==> config.mk <==
export PLATFORM = sky130hd
export DESIGN_NAME = aib_sr_rx
export DESIGN_NICKNAME = d
export VERILOG_FILES = /design/src/rtl/aib_sr_rx.sv
export SDC_FILE = /design/constraint.sdc
export NUM_CORES = 1
export LEC_CHECK = 0
export ABC_AREA = 1
export ABC_CLOCK_PERIOD_IN_PS = 13300
export CORE_UTILIZATION = 35
export DETAILED_ROUTE_END_ITERATION = 8
export GPL_TIMING_DRIVEN = 0
export PLACE_DENSITY = 0.58
export SLEW_MARGIN = 10
export SYNTH_ARGS = -nofsm -noshare
export SYNTH_HDL_FRONTEND = slang
export SYNTH_SLANG_ARGS = --single-unit
==> constraint.sdc <==
create_clock -name sr_clk_in -period 13.3 [get_ports sr_clk_in]
set_input_delay 1.995 -clock sr_clk_in [delete_from_list [all_inputs] [get_ports sr_clk_in]]
set_output_delay 1.995 -clock sr_clk_in [all_outputs]
set_load 0.005 [all_outputs]
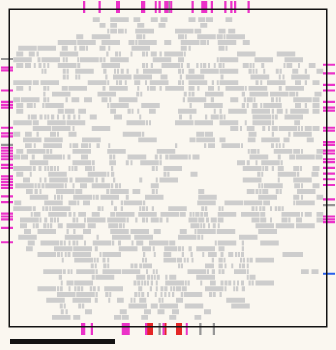
Figure 1: run 1, pin placement.
Scale bar: 50 um. Pins as bars across the die edge, other pins in grey.
| port | colour | pins | direction | edge |
|---|---|---|---|---|
| `sr_bit_cnt` | red | 7 | output | bottom |
| `sr_data_to_core` | magenta | 81 | output | 28 left, 23 right, 20 top, 10 bottom |
| `sr_rst` | blue | 1 | input | right |
all pins by edge: 30 left, 25 right, 21 top, 20 bottom
die height: 150.1 um
PortBufs: 95
floorplan die width: 150.1 um

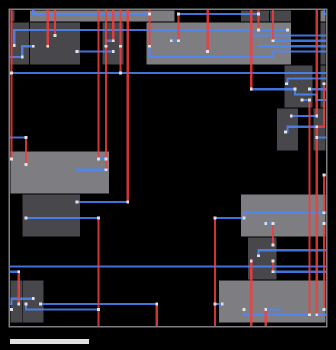
Figure 2: run 1, close-up of the layout.
Scale bar: 5 um. Region (65, 95) to (85, 115) um. Cells in grey, sequential cells in the stronger grey; small squares are vias.
| layer | colour |
|---|---|
| M1 | blue |
| M2 | red |
sequential cells in the window: 4
most frequent: dfrtp_1 (4), nand2_1 (3)
cells with their middle in the window: 13

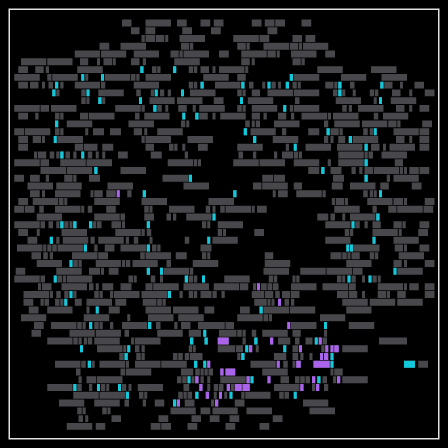
Figure 3: run 1, logic cells by family.
| family | colour | cells |
|---|---|---|
| nor cells | purple | 35 |
| inv cells | cyan | 103 |
Non-Filler Instances: 1,173
Comb/total area: 23.78%
most frequent logic cell in the layout: nand2_1

==> results.toml, run 1 <==
# physical design summary
[worst_setup_path]
cp.depth = 1
path_delay_family = "buffers and inverters"
critPathMaxStageDelay_ns = 0.53
startpoint_type = "flop"
path_cells = "clkdlybuf4s50_1"
r2r_cells = 9
cp_data_arrival_time_ns = 1.40
worstPathMaxFanout = 5
crit_required_ns = 11.31
crit_buf_inv = 1
criticalPathCategory = "flop to output pin"
end_kind = "output pin"
slowest_stage = "clkdlybuf4s50_1"
rrSetupSlack_ns = 11.47

[global_routing]
track_usage_pct = 15.20
grt_pass1_vias = 5128
overflow = 0
grt_start_max_net_pins = 99
grt_pass1_wl_um = 26500
antenna_found_initial = 0

[floorplan]
num_io_pins = 96
core_sq_mm = 0.02129
fp_util_pct = 36.07
row_count = 53
dieArea_sq_mm = 0.02253

[timing]
worst_slew_pin_slew_ns = 0.6613
hold_viol_final = 0
finalMaxSlewViolations = 0
finalSetupTns_ns = 0
period_needed_ns = 3.394
min_period_over_period_pct = 25.52
max_slew_margin_pct = 55.91
setup_violations = 0
fmax_ghz = 0.2947
finClkSkew_ns = 0.007987
fin_ws_ns = 9.906
whs_ns = 0.4809
rsz0062_at_grt = "no"

[yosys]
yosys_cells = 770
syn_area_per_cell_sq_um = 9.971
synth_warnings = 0
synthArstFlopShare_pct = 100.0
netlist_area_sq_mm = 0.007677
edf_count = 0
synth_flops = 188
synth_seq_share_pct = 61.29
synth-main-ff-cell = "dfrtp_1"
syn_nets = 782
ys_area_sq_mm = 0.007677
yosys.cell_types.count = 29
synth_cells = 770

[pwr]
totalPowerFinal_w = 0.001093
ir_drop_mv = 0.07564
leakagePower_nw = 4.048
power_density_mw_per_mm2 = 114.4

[clocking]
root_buffer = "clkbuf_16"
cts_sinks = 188
htree_levels = 4
clk_pin_slew_ns = 0.07
clock_path_buffers = 2
cts_tree = "done"
insertion_delay_ns = 0.43
cts_resized = 0
holdBufCountCts = 0
post_cts_buffers = 0
cts_made_buffers = 17

[finish]
layout-drive-gt1-share_pct = 13.59
design_area_sq_mm = 0.009555
fin_util_pct = 44.89
fin_nets = 897
area_growth_pct = 24.46
insertedDiodeCount = 0
fillers = 2023

[job]
log.warning_count = 30
max_cap_viol_count = 0

[drt]
via_per_inst = 4.508
wl_per_cell_um = 13.57
final_antenna_net_count = 0
dr.first_iter.drc_count = 269
drt_wl_total_um = 15920
first_pass_iters = 5
drc = 0
vias = 5288

[place]
post_dp_cell_area_sq_mm = 0.009007
dp_slack_ns = 9.540
post-place-cells = 1141
gp_congestion = 0.7857
place_hpwl_um = 10480

[outcome]
outcome = "finished clean"

[min_path]
hold_path_depth = 2
holdCritPathClass = "flop to flop"
==> run 1: placed cells by master, fill, tap and decap left out, drive strengths merged, types with 2 or more instances in the layout <==
master,n
dfrtp,187
or2,3
nor3,5
xor2,4
nand3,12
ha,7
nand2,198
nor2,28
buf,25
o21ai,170
clkinv,5
a21oi,10
nand4,2
clkdlybuf4s50,95
clkinvlp,4
clkbuf,32
nor3b,2
inv,105
==> run 1: area by class of cell <==
class / count / area, sq um / share of cell area, %
buffer: 35 / 312.8 / 3.274
clock buffer: 21 / 460.4 / 4.819
inverter: 103 / 394.1 / 4.125
sequential: 188 / 4706 / 49.25
clock inverter: 11 / 87.58 / 0.9166
tap: 275 / 344.1 / 3.601
multi-input combinational: 444 / 2272 / 23.78
timing repair buffer: 96 / 978.4 / 10.24
==> run 1: routing by layer <==
layer	part of all wire, %	vias to the layer above	track usage (%)	routed length, um
met5	0	-	0	0
met4	1.0	0	5.152	160
met3	4.7	17	4.394	752
met2	45	98	22.52	7088
met1	50	2508	21.23	7920
li1	-	2665	-	-
==> run 1: cells in the mapped netlist (all sizes together), types with 4 or more instances <==
library cell,number,area share [%]
a21oi,10,0.65
buf,24,3.5
clkbuf,11,0.55
dfrtp,187,61
ha,7,1.1
inv,103,5.0
nand2,198,9.7
nand3,12,1.1
nor2,28,1.5
nor3,5,0.54
o21ai,170,14
xor2,4,0.46
==> run 1: where the power goes <==
group / internal, W / switching, W / leakage [nW]
clock network: 0.000251 / 0.000226 / 0.256
registers: 0.000578 / 0.00000344 / 2.61
logic: 0.00000916 / 0.0000256 / 1.18
==> run 1: cells by family after synthesis <==
group / after synthesis / synth area share (%)
xor+xnor: 5 / 0.5704
fa+ha+maj: 7 / 1.141
buf+inv: 138 / 9.110
simple gates: 250 / 13.46
flops: 188 / 61.29
compound gates: 182 / 14.42
Figure 4. Clock wiring as the flow saved it (run 1).
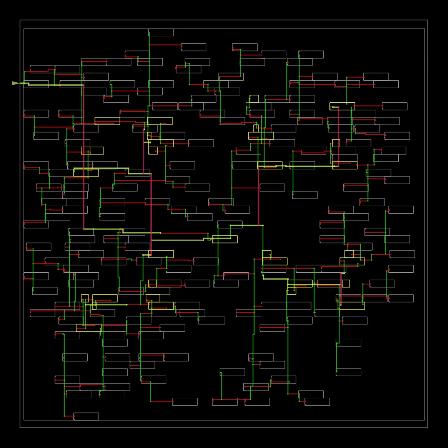

==> run 1 -> run 2 <==
--- a/config.mk
+++ b/config.mk
@@ -6,11 +6,11 @@
 export NUM_CORES = 1
 export LEC_CHECK = 0
 export ABC_AREA = 1
-export ABC_CLOCK_PERIOD_IN_PS = 13300
+export ABC_CLOCK_PERIOD_IN_PS = 3000
 export CORE_UTILIZATION = 35
 export DETAILED_ROUTE_END_ITERATION = 8
 export GPL_TIMING_DRIVEN = 0
-export PLACE_DENSITY = 0.58
+export PLACE_DENSITY = 0.6
 export SLEW_MARGIN = 10
 export SYNTH_ARGS = -nofsm -noshare
 export SYNTH_HDL_FRONTEND = slang
==> constraint.sdc (replaced) <==
create_clock -name sr_clk_in -period 3 [get_ports sr_clk_in]
set_input_delay 0.45 -clock sr_clk_in [delete_from_list [all_inputs] [get_ports sr_clk_in]]
set_output_delay 0.45 -clock sr_clk_in [all_outputs]
set_load 0.005 [all_outputs]
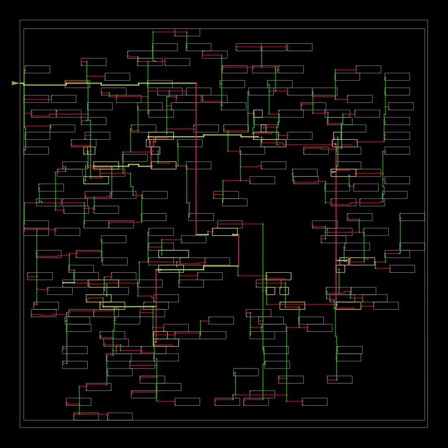
Figure 5: run 2, clock wiring as the flow saved it.
latest clock arrival within the worst-skew pair: 0.43 ns
clock skew: 0.01952 ns
Num CTS Buffers: 17
# clock sinks: 188

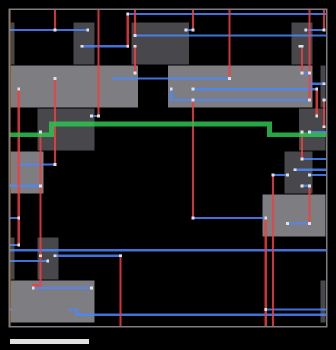
Figure 6: run 2, close-up of the layout.
Scale bar: 5 um. Region (65, 95) to (85, 115) um. Cells in grey, sequential cells in the stronger grey; small squares are vias.
| layer | colour |
|---|---|
| M4 | orange |
| M1 | blue |
| M3 | green |
| M2 | red |
cells with their middle in the window: 10
sequential cells in the window: 3
most frequent: dfrtp_1 (3)

==> results.toml, run 2 <==
# physical design summary
[outcome]
outcome = "finished clean"

[yosys]
area_leaders = "dfrtp_1 61%, nand2_1 9.6%, o21ai_2 5.8%"
synth_flops = 188
synthTopCellsByCount = "197 x nand2_1, 187 x dfrtp_1, 99 x inv_1"
netlist_area_sq_mm = 0.007677
yosys_cells = 770
edf_count = 0
post-synth-top-area-cell = "dfrtp_1"
synth_cells = 770
netlist.area_leader.share_pct = 60.95
yosysMostFrequentCell = "nand2_1"
synth_warnings = 0
syn_area_per_cell_sq_um = 9.971
ys_area_sq_mm = 0.007677
yosys.cell_types.count = 29
synth-main-ff-cell = "dfrtp_1"
synthArstFlopShare_pct = 100.0
syn_nets = 782
synth_seq_share_pct = 61.29

[finish]
area_growth_pct = 25.77
insertedDiodeCount = 0
fin_nets = 901
lay_top_cells = "197 x nand2_1, 187 x dfrtp_1, 98 x inv_1, 95 x clkdlybuf4s50_1, 67 x o21ai_0"
lay_top_count = "nand2_1"
fin_util_pct = 45.36

[worst_setup_path]
critPathMaxStageDelay_ns = 0.54
end_kind = "output pin"
criticalPathCategory = "flop to output pin"
crit_required_ns = 2.55
startpoint_type = "flop"
rrSetupSlack_ns = 1.20
r2r_cells = 9
cp.depth = 1
worstPathMaxFanout = 5
slowest_stage = "clkdlybuf4s50_1"
cp_data_arrival_time_ns = 1.37
crit_buf_inv = 1
path_delay_family = "buffers and inverters"

[timing]
hold_viol_final = 0
setup_violations = 0
period_needed_ns = 1.823
finalMaxSlewViolations = 0
rsz0062_at_grt = "no"
max_slew_margin_pct = 48.54
worst_slew_pin_slew_ns = 0.7703
fmax_ghz = 0.5484

[pwr]
leakagePower_nw = 4.098
totalPowerFinal_w = 0.004994
power_density_mw_per_mm2 = 517.2
ir_drop_mv = 0.3421

[floorplan]
row_count = 53
dieArea_sq_mm = 0.02253
num_io_pins = 96
core_sq_mm = 0.02129
die_h_um = 150.1
die_w_um = 150.1
fp_util_pct = 36.07

[clocking]
cts_resized = 0
clock_path_buffers = 2
root_buffer = "clkbuf_16"
htree_levels = 4
post_cts_buffers = 0
clk_pin_slew_ns = 0.07
holdBufCountCts = 0
cts_tree = "done"

[drt]
final_antenna_net_count = 0
drt_wl_total_um = 15890
drc = 0
vias = 5335
via_per_inst = 4.537
first_pass_iters = 6

[job]
log.warning_count = 30
max_cap_viol_count = 0

[global_routing]
antenna_found_initial = 0
grt_start_max_net_pins = 37
grt_pass1_wl_um = 26830
grt_pass1_vias = 5164
track_usage_pct = 15.33

[place]
gp_congestion = 0.7871
place_hpwl_um = 10700
port_buffers = 95

[min_path]
holdCritPathClass = "flop to flop"
run 2: cell counts after synthesis:
Identical to the previous run, type by type.
run 2: through the flow:
stage	area (sq um)	std cells	setup slack [ns]	TNS [ns]
final	9656	1176	1.177	0
after global routing	9656	1176	1.023	0
after CTS	9656	1176	1.143	0
after detailed placement	9076	1145	0.7982	0
after global placement	8976	1140	-1.524	-282.01
after floorplan	7681	770	0.1303	0
run 2: layer usage:
metal	wire (um)	GRT usage, %	part of all wire [%]
met1	7839	20.73	49
met2	7140	23.63	45
met3	743	4.909	4.7
met4	164	4.141	1.0
met5	0	0	0
run 2: kinds of logic after synthesis:
| logic type | count (synthesis) | synth area share, % |
|---|---|---|
| XOR/XNOR | 5 | 0.5704 |
| AND/OR/NAND/NOR | 250 | 13.46 |
| AND-OR/OR-AND | 182 | 14.42 |
| buffers and inverters | 138 | 9.110 |
| flip-flops | 188 | 61.29 |
| adder cells (fa/ha/maj) | 7 | 1.141 |
run 2: worst min-delay path, delay by kind of cell, from the launching register on:
kind	cells	cell delay [ns]
simple gates	2	0.09
flops	1	0.35
run 2: final cells by class:
cell class,count,area [sq um]
Fill cell,2032,11630
Sequential cell,188,4706
Multi-Input combinational cell,444,2272
Timing Repair Buffer,100,1051
Clock buffer,20,446.7
Inverter,103,390.4
Tap cell,275,344.1
Buffer,35,312.8
Clock inverter,11,132.6
run 2: report_power, final:
group          switching, W  internal (W)
Clock              0.000990       0.00126
Sequential        0.0000165       0.00256
Combinational      0.000115     0.0000497
Total               0.00112       0.00387
Power figures rest on the tool's default switching activity, not on a simulated workload.
